==> run_1/placement.png <==
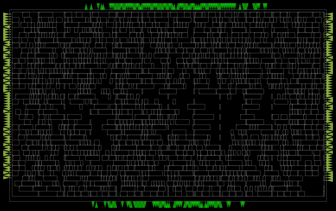
==> run_1/layer_met3.png <==
The bar under the picture is 50 microns long.
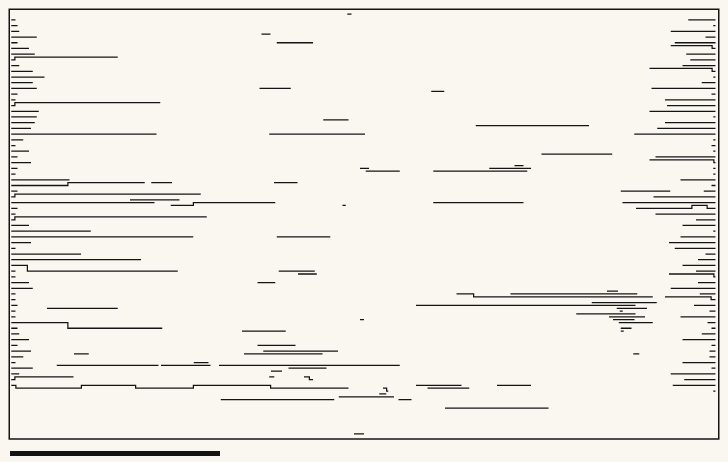
==> run_1/logic_types.png <==
The bar under the picture is 50 microns long.
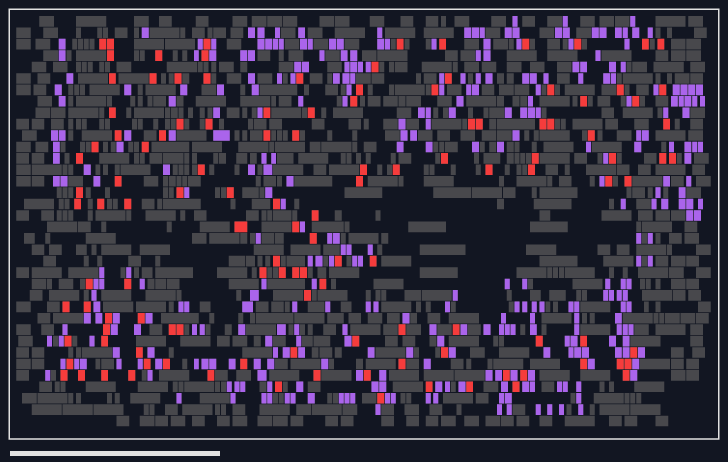
==> run_1/cell_density.png <==
The die is cut into 17 by 10 equal tiles; black is low, pale yellow is high, 0 to 100% covered.
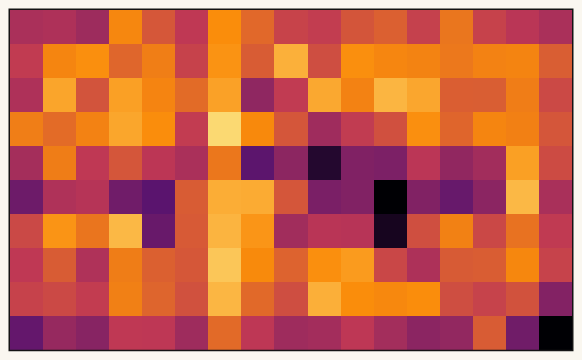
[src/rtl/mem_arb_pkg.sv]
// Shared types and default constants for the unified-memory port arbiter.
package mem_arb_pkg;

    typedef enum logic [1:0] {
        IDLE = 2'd0,
        BUSY = 2'd1,
        RESP = 2'd2
    } arb_state_t;

    typedef enum logic {
        OWN_I = 1'b0,
        OWN_D = 1'b1
    } owner_t;

    localparam int unsigned DEF_ADDR_W      = 32;
    localparam int unsigned DEF_DATA_W      = 32;
    localparam int unsigned DEF_MAX_DSTREAK = 4;
    localparam int unsigned DEF_TIMEOUT     = 64;

    // Bits needed to hold values 0..n-1 (never less than one bit).
    function automatic int unsigned cnt_width(input int unsigned n);
        return (n > 1) ? 32'($clog2(n)) : 32'd1;
    endfunction

endpackage

[src/rtl/mem_arb_timer.sv]
// Busy-cycle counter: cleared at grant, advanced while waiting, flags TIMEOUT-1.
module mem_arb_timer
    import mem_arb_pkg::*;
#(
    parameter int unsigned TIMEOUT = DEF_TIMEOUT
) (
    input  logic clk,
    input  logic reset,
    input  logic clear,
    input  logic enable,
    output logic expired_c
);

    localparam int unsigned CNT_W = cnt_width(TIMEOUT);

    logic [CNT_W-1:0] count;

    always_ff @(posedge clk) begin
        if (!reset) begin
            count <= '0;
        end else if (clear) begin
            count <= '0;
        end else if (enable) begin
            count <= count + CNT_W'(1);
        end
    end

    assign expired_c = (count == CNT_W'(TIMEOUT - 1));

endmodule

[src/rtl/mem_port_arbiter.sv]
// Arbitrates one single-ported memory between instruction fetch and MEM-stage data,
// one transaction at a time, data-first with a fetch anti-starvation limit and a timeout.
module mem_port_arbiter
    import mem_arb_pkg::*;
#(
    parameter int unsigned ADDR_W      = DEF_ADDR_W,
    parameter int unsigned DATA_W      = DEF_DATA_W,
    parameter int unsigned MAX_DSTREAK = DEF_MAX_DSTREAK,
    parameter int unsigned TIMEOUT     = DEF_TIMEOUT
) (
    input  logic                clk,
    input  logic                reset,
    input  logic                if_req,
    input  logic [ADDR_W-1:0]   if_addr,
    output logic [DATA_W-1:0]   if_rdata,
    output logic                if_done,
    input  logic                d_rd,
    input  logic                d_wr,
    input  logic [ADDR_W-1:0]   d_addr,
    input  logic [DATA_W-1:0]   d_wdata,
    input  logic [DATA_W/8-1:0] d_be,
    output logic [DATA_W-1:0]   d_rdata,
    output logic                d_done,
    output logic                stall_if,
    output logic                stall_d,
    output logic                mem_req,
    output logic                mem_we,
    output logic [ADDR_W-1:0]   mem_addr,
    output logic [DATA_W-1:0]   mem_wdata,
    output logic [DATA_W/8-1:0] mem_be,
    input  logic                mem_ready,
    input  logic [DATA_W-1:0]   mem_rdata,
    output logic                err_timeout
);

    localparam int unsigned BE_W     = DATA_W / 8;
    localparam int unsigned STREAK_W = cnt_width(MAX_DSTREAK + 1);

    arb_state_t          state, state_d;
    owner_t              owner, owner_d;
    logic [STREAK_W-1:0] dstreak, dstreak_d;

    logic                mem_req_d, mem_we_d;
    logic [ADDR_W-1:0]   mem_addr_d;
    logic [DATA_W-1:0]   mem_wdata_d;
    logic [BE_W-1:0]     mem_be_d;
    logic [DATA_W-1:0]   if_rdata_d, d_rdata_d;
    logic                if_done_d, d_done_d, err_timeout_d;

    logic                timer_clear, timer_enable, timer_expired;
    logic                d_pend, streak_full, grant_data;

    mem_arb_timer #(
        .TIMEOUT (TIMEOUT)
    ) u_timer (
        .clk       (clk),
        .reset     (reset),
        .clear     (timer_clear),
        .enable    (timer_enable),
        .expired_c (timer_expired)
    );

    assign stall_if = if_req & ~if_done;
    assign stall_d  = (d_rd | d_wr) & ~d_done;

    // Data wins unless fetch has already watched MAX_DSTREAK data grants go by.
    assign d_pend      = d_rd | d_wr;
    assign streak_full = (dstreak == STREAK_W'(MAX_DSTREAK));
    assign grant_data  = d_pend & ~(if_req & streak_full);

    always_comb begin
        state_d       = state;
        owner_d       = owner;
        dstreak_d     = dstreak;
        mem_req_d     = mem_req;
        mem_we_d      = mem_we;
        mem_addr_d    = mem_addr;
        mem_wdata_d   = mem_wdata;
        mem_be_d      = mem_be;
        if_rdata_d    = if_rdata;
        d_rdata_d     = d_rdata;
        if_done_d     = 1'b0;
        d_done_d      = 1'b0;
        err_timeout_d = 1'b0;
        timer_clear   = 1'b0;
        timer_enable  = 1'b0;

        case (state)
            IDLE: begin
                if (grant_data) begin
                    owner_d     = OWN_D;
                    mem_req_d   = 1'b1;
                    mem_we_d    = d_wr;
                    mem_addr_d  = d_addr;
                    mem_wdata_d = d_wdata;
                    mem_be_d    = d_be;
                    timer_clear = 1'b1;
                    state_d     = BUSY;
                    if (if_req && !streak_full) begin
                        dstreak_d = dstreak + STREAK_W'(1);
                    end
                end else if (if_req) begin
                    owner_d     = OWN_I;
                    mem_req_d   = 1'b1;
                    mem_we_d    = 1'b0;
                    mem_addr_d  = if_addr;
                    mem_wdata_d = '0;
                    mem_be_d    = '1;
                    timer_clear = 1'b1;
                    dstreak_d   = '0;
                    state_d     = BUSY;
                end
            end

            BUSY: begin
                if (mem_ready) begin
                    mem_req_d = 1'b0;
                    state_d   = RESP;
                    if (owner == OWN_D) begin
                        d_rdata_d = mem_we ? '0 : mem_rdata;
                        d_done_d  = 1'b1;
                    end else begin
                        if_rdata_d = mem_rdata;
                        if_done_d  = 1'b1;
                    end
                end else if (timer_expired) begin
                    mem_req_d     = 1'b0;
                    err_timeout_d = 1'b1;
                    state_d       = RESP;
                    if (owner == OWN_D) begin
                        d_rdata_d = '0;
                        d_done_d  = 1'b1;
                    end else begin
                        if_rdata_d = '0;
                        if_done_d  = 1'b1;
                    end
                end else begin
                    timer_enable = 1'b1;
                end
            end

            RESP: begin
                state_d = IDLE;
            end

            default: begin
                state_d = IDLE;
            end
        endcase
    end

    always_ff @(posedge clk) begin
        if (!reset) begin
            state       <= IDLE;
            owner       <= OWN_I;
            dstreak     <= '0;
            mem_req     <= 1'b0;
            mem_we      <= 1'b0;
            mem_addr    <= '0;
            mem_wdata   <= '0;
            mem_be      <= '0;
            if_rdata    <= '0;
            d_rdata     <= '0;
            if_done     <= 1'b0;
            d_done      <= 1'b0;
            err_timeout <= 1'b0;
        end else begin
            state       <= state_d;
            owner       <= owner_d;
            dstreak     <= dstreak_d;
            mem_req     <= mem_req_d;
            mem_we      <= mem_we_d;
            mem_addr    <= mem_addr_d;
            mem_wdata   <= mem_wdata_d;
            mem_be      <= mem_be_d;
            if_rdata    <= if_rdata_d;
            d_rdata     <= d_rdata_d;
            if_done     <= if_done_d;
            d_done      <= d_done_d;
            err_timeout <= err_timeout_d;
        end
    end

endmodule

[config.mk]
export PLATFORM = sky130hd
export DESIGN_NAME = mem_port_arbiter
export DESIGN_NICKNAME = d
export VERILOG_FILES = /design/src/rtl/mem_arb_pkg.sv /design/src/rtl/mem_arb_timer.sv /design/src/rtl/mem_port_arbiter.sv
export SDC_FILE = /design/constraint.sdc
export NUM_CORES = 1
export LEC_CHECK = 0
export ABC_AREA = 1
export CORE_ASPECT_RATIO = 0.6
export CORE_UTILIZATION = 40
export CTS_CLUSTER_SIZE = 14
export DETAILED_ROUTE_END_ITERATION = 12
export GPL_TIMING_DRIVEN = 0
export PLACE_DENSITY = 0.76
export SLEW_MARGIN = 10
export SYNTH_ARGS = -nofsm -noshare
export SYNTH_HDL_FRONTEND = slang
export SYNTH_HIERARCHICAL = 1
export SYNTH_SLANG_ARGS = --single-unit
export TNS_END_PERCENT = 5
[constraint.sdc]
create_clock -name clk -period 1.87 [get_ports clk]
set_input_delay 0.561 -clock clk [delete_from_list [all_inputs] [get_ports clk]]
set_output_delay 0.561 -clock clk [all_outputs]
set_load 0.03 [all_outputs]
==> run summary, run 1 <==
Physical implementation status

The run finished with clean final reports. The number of nets at floorplan stands at roughly 1,100. Setup total negative slack on the finished layout was measured at 0 ns. The final routed wire length divided by cell count stands at 14.3 microns. The number of cells on the worst reg-to-reg path stands at 8. The initial antenna violation count was 0. Leaving out fill and tap cells, the most frequent cells in the layout are nor2_1, nand2_1, nand3_1, dfxtp_1, dlygate4sd2_1. The overall die height stands at 102 microns. Total power normalized to cell area comes to 879 nW/um^2. Max-cap violations in this run came to 0. The count of clock tree sinks stands at 149. The slew at the pin closest to its max-slew limit stands at 0.641 ns. RePlAce ended its routability-driven mode at a weighted congestion of 0.868. For reference, the critical path cell chain is dlygate4sd2_1, nor2_4, nor2_1, buf_4. The total design power stands at 8.94 mW. The via density per instance stands at 4.76. The group that draws the most power in this run is registers.

The number of buffers inserted during clock tree synthesis stands at 17. In the finished design, the share of the clock period the worst path needs comes to 96.6%. As logged by OpenROAD, the buffers inserted on ports number 275. The fmax stands at 553 MHz. Looking at area per cell type in the netlist, the leader is dfxtp_1.

OpenSTA lists the critical path endpoint as stall_d. Cells with a size suffix above 1 make up under 10% of the layout. The smallest setup slack after layout stands at 0.0631 ns. Per the post-synthesis report, the number of cells in the design is 1,004. Power attributed to combinational cells is 2.04 mW. For the worst-skew pair, the clock arrives at the later sink with an insertion delay of 0.41 ns.

The total non-filler cell area in the finished layout stands at 10,200 sq um. The fraction of synthesized cell area taken by the top area cell type stands at between 40 and 50%. The relative max-transition margin stands at 57.3%.

STA classifies the critical path startpoint as a primary input. In this run the layout overhead on the synthesized area is reported as 52.6%. The violation tally recorded at the end of detailed-routing iteration 0 is 458. The tightest hold path in the finished design has a slack of 0.454 ns. The flow reports power dissipated in sequential cells as 3.51 mW. The number of synthesized flops with an enable pin stands at 0. STA lists the endpoint of the worst register-to-register path as d_rdata[12]$_SDFFE_PN0P_. The met1 usage in global routing stands at 36.1%. The data required time reported for the critical path is approximately 1.3 ns.

Setup repair after global routing could not meet its margin everywhere. The sequential cell area fraction in the yosys report stands at between 40% and 50%. The floorplan has 36 rows. Entering global routing, the biggest net connects 17 pins. Net switching is 31.9% of the power. The arrival time of the worst setup path stands at ~1.3 ns.

After synthesis, the design contains 1,004 cells according to Yosys. STA classifies the critical path endpoint as an output port. The critical path crosses 4 cells after its start point.

The script extracted a total leakage power of 5.03 nW. The largest individual stage delay along the critical path comes from the cell dlygate4sd2_1. The total length of routed met3 wires stands at 1850 microns. Before CTS, the worst setup slack after placement is -0.716 ns. For this design the top-level I/O count stands at about 280. The async set-or-reset flop fraction in the synthesized netlist stands at 0%. The post-CTS repair timing setup buffer count stands at 0. The met2 track demand over resource in global routing stands at between 30% and 40%.

Summed over all nets, wire length on met2 after detailed routing comes to 9020 microns. The clock transition at the register clock pins on the worst setup and hold paths after CTS stands at about 0.06 ns. Counting both buffers and inverters, the worst setup path holds a total of 2.

The maximum net fanout on the critical path stands at 3. The post-place instance area stands at 9700 sq um. The power share of the clock group stands at about 38%.

The cell area after synthesis stands at 6660 sq um. The number of instances on the worst hold path stands at 1.
Notes on placement.png above:
number of flip-flops and latches: 149
number of inserted filler cells in the final layout: 1,525

Notes on layer_met3.png above:
wire length on this layer: 1,850 microns
nets with wire on the layer: 179
share of all routed wire: 8.4%
longest straight run: 52.0 microns
vias post-DR: 7,337
GR Util met3: 7.51%
aggregate routed wire length: 22,100 microns

Notes on logic_types.png above:
| colour | family | cells | most used | where |
|---|---|---|---|---|
| purple | nand cells | 342 | nand2_1 | spread over the die |
| red | aoi and oai cells | 122 | a21oi_1 | spread over the die |
logic gate fraction of the total cell area: 28.6%
Post-Layout Cell Count: 1,540
most frequent logic cell in the layout: nor2_1

Notes on cell_density.png above:
mean over tiles: 57%
fullest tile: 92%
nearly empty tiles: 1.2%
core region area: 16,300 sq um
final core area utilization: 62.6%
Initial Util: 41.0%

-- run 1: area by class of cell --
class,count,area (sq um),share of cell area [%]
Clock inverter,13,139,1.37
Sequential cell,149,2980,29.3
Buffer,70,338,3.32
Timing Repair Buffer,277,2590,25.4
Tap cell,228,285,2.80
Clock buffer,18,439,4.32
Multi-Input combinational cell,655,2910,28.6
Inverter,130,488,4.80
-- run 1: cells by family (layout without fill, tap and decap cells) --
logic type      after synthesis  in the layout  share of synthesized area (%)
compound gates              122            122                           9.22
simple gates                528            528                           33.2
flops                       149            149                           44.8
xor+xnor                      2              2                          0.263
buf+inv                     200            508                           12.0
fa+ha+maj                     3              3                          0.563
==> inputs of run 2 (changes only) <==
Settings changed: CAP_MARGIN set to 20, SLEW_MARGIN 10 to unset.
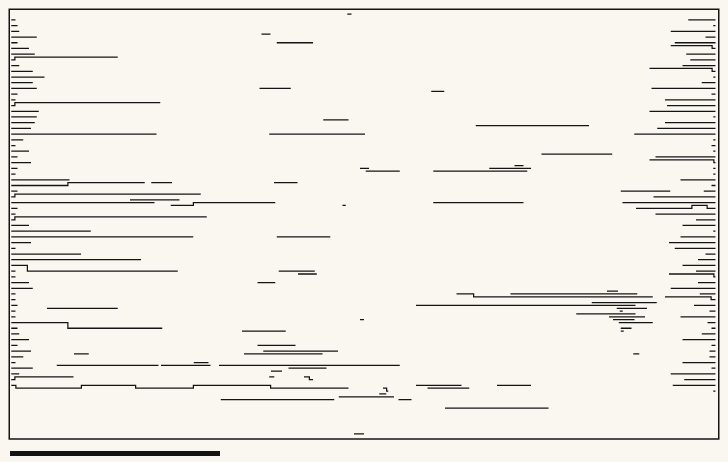
(run_2/layer_met3.png)
The bar under the picture is 50 microns long.
share of all routed wire: 8.4%
wire length on this layer: 1,850 microns
nets with wire on the layer: 179

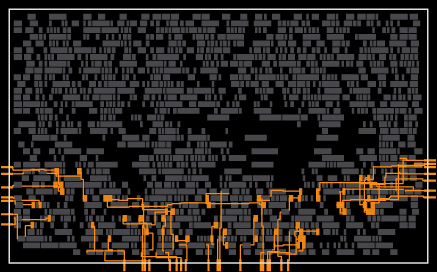
(run_2/io_fan.png)
| colour | port | bits | direction | edge | end cells | buffers | wire |
|---|---|---|---|---|---|---|---|
| orange | mem_rdata | 32 | input | 18 south, 7 east, 7 west | 58 | 32 | 1,080 microns |
count of buffers from port buffering: 275
IO Count: 277

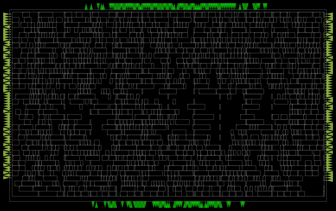
(run_2/placement.png)
number of core rows: 36
Seq area share: 29.3%
Tapcell Cnt: 228

==> run 2 against run 1 <==
Global-route usage is the same. Cell count did not move. Sequential share of layout area unchanged. Largest cell class unchanged. Highest routed layer unchanged.
==> run summary, run 2 <==
Physical implementation status

Per the cell usage report, the commonest logic cell in the layout is nor2_1. The maximum net fanout on the critical path came to 3 (unchanged). The post-place instance area came to 9700 sq um (unchanged). The number of DRC violations after detailed-routing iteration 0 stands at 458 (unchanged). The via density per instance stands at 4.76 (unchanged). The floorplan utilization was 41.0% (unchanged).

The final worst-path cycle share came to 96.6% (unchanged). The arrival time of the worst setup path came to 1.25 ns (about the same). The async set-or-reset flop fraction in the synthesized netlist came to 0% (unchanged). The sequential cell area fraction in the yosys report was 44.8% (unchanged). The worst setup path is launched from a primary input. The fraction of layout instances using a drive strength above 1 came to 6.71% (unchanged). The clock network contribution to total cell area stands at 5.68% (unchanged). The static leakage stands at 5.03 nW (unchanged). The area taken by flip-flops and latches stands at 2980 sq um (unchanged). The total detailed-routing wirelength stands at 22,100 microns (unchanged). The post-layout utilization of the core stands at 62.6% (unchanged). The placeable core area came to 16,300 sq um (unchanged).

Setup repair after global routing could not meet its margin everywhere. The global routing met3 resource utilization stands at 7.51% (unchanged). The critical path's slowest stage uses the library cell dlygate4sd2_1. The clock latency on the worst-skew pair is 0.41 ns (about the same). The area added between synthesis and finish is 52.6% (unchanged). The worst setup path is captured at an output port. The total non-filler cell area in the finished layout stands at 10,200 sq um (unchanged). The layout multi-input combinational cell count stands at 655 (unchanged). The number of max-cap violations was 0 (unchanged). The maximum number of pins on one net before global-route repair came to 17 (unchanged). The overall die height came to 102 microns (unchanged).

The instance tally after logic synthesis is 1,004 (unchanged). The count of buffering cells on the critical path with inverters included was 2 (unchanged). The total vias in the final route stands at 7,337 (unchanged).

The power share of the clock group came to 37.9% (about the same). The met1 usage in global routing stands at 36.1% (unchanged). The clock transition at the register clock pins on the worst setup and hold paths after CTS stands at 0.06 ns (about the same).

The combinational share of cell area was 28.6% (unchanged). The number of synthesized flops with an enable pin is 0 (unchanged). The flow ran to the end, and the final reports show no timing, DRC or antenna violations. The number of sequential cells in the layout is 149 (unchanged).

The final-layout fill cell count stands at 1,525 (unchanged). The fmax came to 553 MHz (unchanged). The slew at the pin closest to its max-slew limit stands at 0.641 ns (unchanged).

The number of nets at floorplan stands at 1,145 (unchanged). The area occupied by multi-input gates is 2910 sq um (unchanged). The inverter count of the layout excluding clock inverters stands at 130 (unchanged).

The largest part of the power goes to registers. The worst hold slack across all endpoints stands at 0.454 ns (unchanged). The initial antenna violation count was 0 (unchanged).

The number of cells in the yosys synthesis report stands at 1,004 (unchanged). The post-placement worst setup slack stands at -0.716 ns (unchanged).
==> run 2: cell counts after synthesis <==
No cell type changed its count.
==> run 2: cell families after synthesis <==
family                     after synthesis  synth area share [%]
AOI/OAI and AO/OA                      122                  9.22
xor gates and xnor gates                 2                 0.263
adders and majority gates                3                 0.563
buffers and inverters                  200                  12.0
DFF                                    149                  44.8
and+or+nand+nor                        528                  33.2
==> run 2: worst paths after layout <==
| check | end | slack (ns) | cells past startpoint |
|---|---|---|---|
| hold / removal | u_timer/count[0]$_SDFFE_PP0P_ | 0.45 | 1 |
| setup / recovery | stall_d | 0.06 | 4 |
| setup reg to reg | d_rdata[12]$_SDFFE_PN0P_ | 0.12 | 8 |
| hold reg to reg | u_timer/count[0]$_SDFFE_PP0P_ | 0.45 | 1 |
Power and IR drop assume default switching activity.
